Design branch_resolve_unit, sky130hd; sources not shown.
Fig. 1: wiring heat map
17 x 17 tiles, from dark blue (low) to red (high), scaled to the fullest tile. Values are wire area over tile area, all layers added.
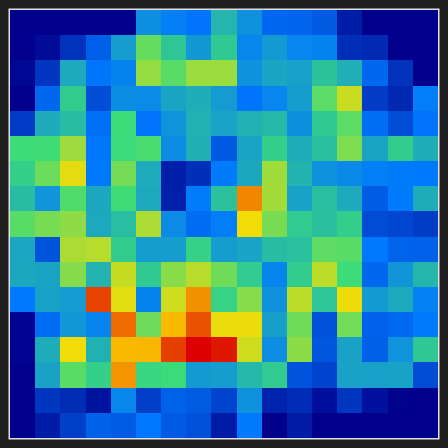
nearly empty tiles	9.3%
mean over tiles	0.16
tiles over half the peak	22%
fullest tile	0.45
Avg WL per Cell: 13.8 um
detailed-route via count: 2553
global router's overall resource usage: 19.4%

Fig. 2: routed clock nets over the placement
Bar = 20 um.
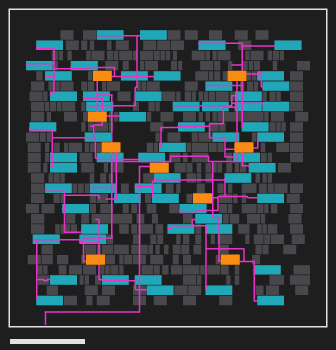
[orange] clock drivers | count: 9
[cyan] flip-flops | count: 60
[magenta] clock wires | length: 827 um
routed clock nets	10
flops lie	all over the die
source-to-sink clock delay at the later pin of the worst-skew pair: 330 ps
clock group power: 824 uW
clock share of power: 43.1%

==> reports/writeup.txt <==
The floorplan step records an initial core utilization of 44.8%. The register with the most flip-flops in the layout has 32 of them. Data on the critical path is required at its endpoint by 3050 ps. In the final layout, flip-flops and latches take up 31.7% of the cell area.

The final report gives the standard cell area, fillers excluded, as 3790 um^2. The tightest min-delay check is of the register to register type. The class occupying the most area after layout is reported as combinational gates. For the total area of multi-input combinational cells, the log shows 1220 um^2. The run gives 477 as the count of placed standard cells including taps. After synthesis, the cell types taking the most area are dfxtp_1, nand2_1, a21oi_1.

The number of endpoints with negative hold slack in the final report was 0; the number of signal-net buffers in the layout was 113. The cell count after synthesis came out at 309. Routability-driven placement finished with a final weighted congestion of 0.789. The accumulated negative setup slack was 0 ps; the number of placed I/O pins was 97. The reported leakage power is 0.00131 uW. The tools report the number of antenna violations at the first check in global routing as 0. The cell type contributing the most total cell area after synthesis is dfxtp_1. The run gives 3550 um^2 as the placed instance area. With the tap cell count at 72, the total chip power is 1910 uW. Library cell with the highest instance count after synthesis: nand2_1.

The transition time at the pin with the least slew margin works out to 868 ps. The timing report gives the worst reg2reg path a setup slack of 500 ps. The power attributed to sequential cells was 861 uW; the switching share of total power was 24.0%. Wire segments on met3 add up to 532 um in the final route. Per the final layout report, the fraction of cells sized above drive strength 1 comes to 5.69%. Of the total synthesized cell area, the portion taken by XOR and XNOR cells is 0%. The run gives 3 for the CTS H-tree depth. Start-to-end type of the worst setup path: input port to register. In this run the core area contains 27 standard-cell rows.

The run gives 494 as the count of placed standard cells in the final layout, fillers left out. The number of buffer and inverter instances along the worst setup path is 1, and the ratio of final minimum period to clock period is 96.4%. The antenna cell count came out at 0. The overall die size recorded for this design is 7090 um^2.

The maximum single-stage delay on the critical path was 740 ps. Per the GRT congestion report, total overflow comes to 0. The run finished with clean final reports. The logs give 6.38% for the met3 track demand over resource in global routing and 362 uV for the peak ir drop on the vdd network.

Per the OpenROAD timing report, the critical path contains 8 cells. For this run, global-route usage on met2 was measured as 29.9%.
==> stage by stage <==
stage | hold WS [ps] | setup slack (ps)
2_1_floorplan | 349 | 322
3_3_place_gp | 341 | -282
3_5_place_dp | 346 | -311
4_1_cts | 356 | 38.8
5_1_grt | 370 | 88.9
6_report | 353 | 106
==> timing repair <==
action | 4_1_cts | 5_1_grt
hold buffers | 0 | 0
resized | 0 | 6
hold endpoints to repair | 0 | 0
setup buffers | 0 | 1
setup endpoints to repair | 0 | 7
==> worst reg2reg max path: stages, from the launching register on <==
cell	delay, ps
dfxtp_1	310
mux2_4	160
o21ai_1	100
nand3_2	120
nor4bb_1	740
nand2_1	230
o311a_1	390
a31o_1	180
Power is estimated from default activity; no workload was simulated.
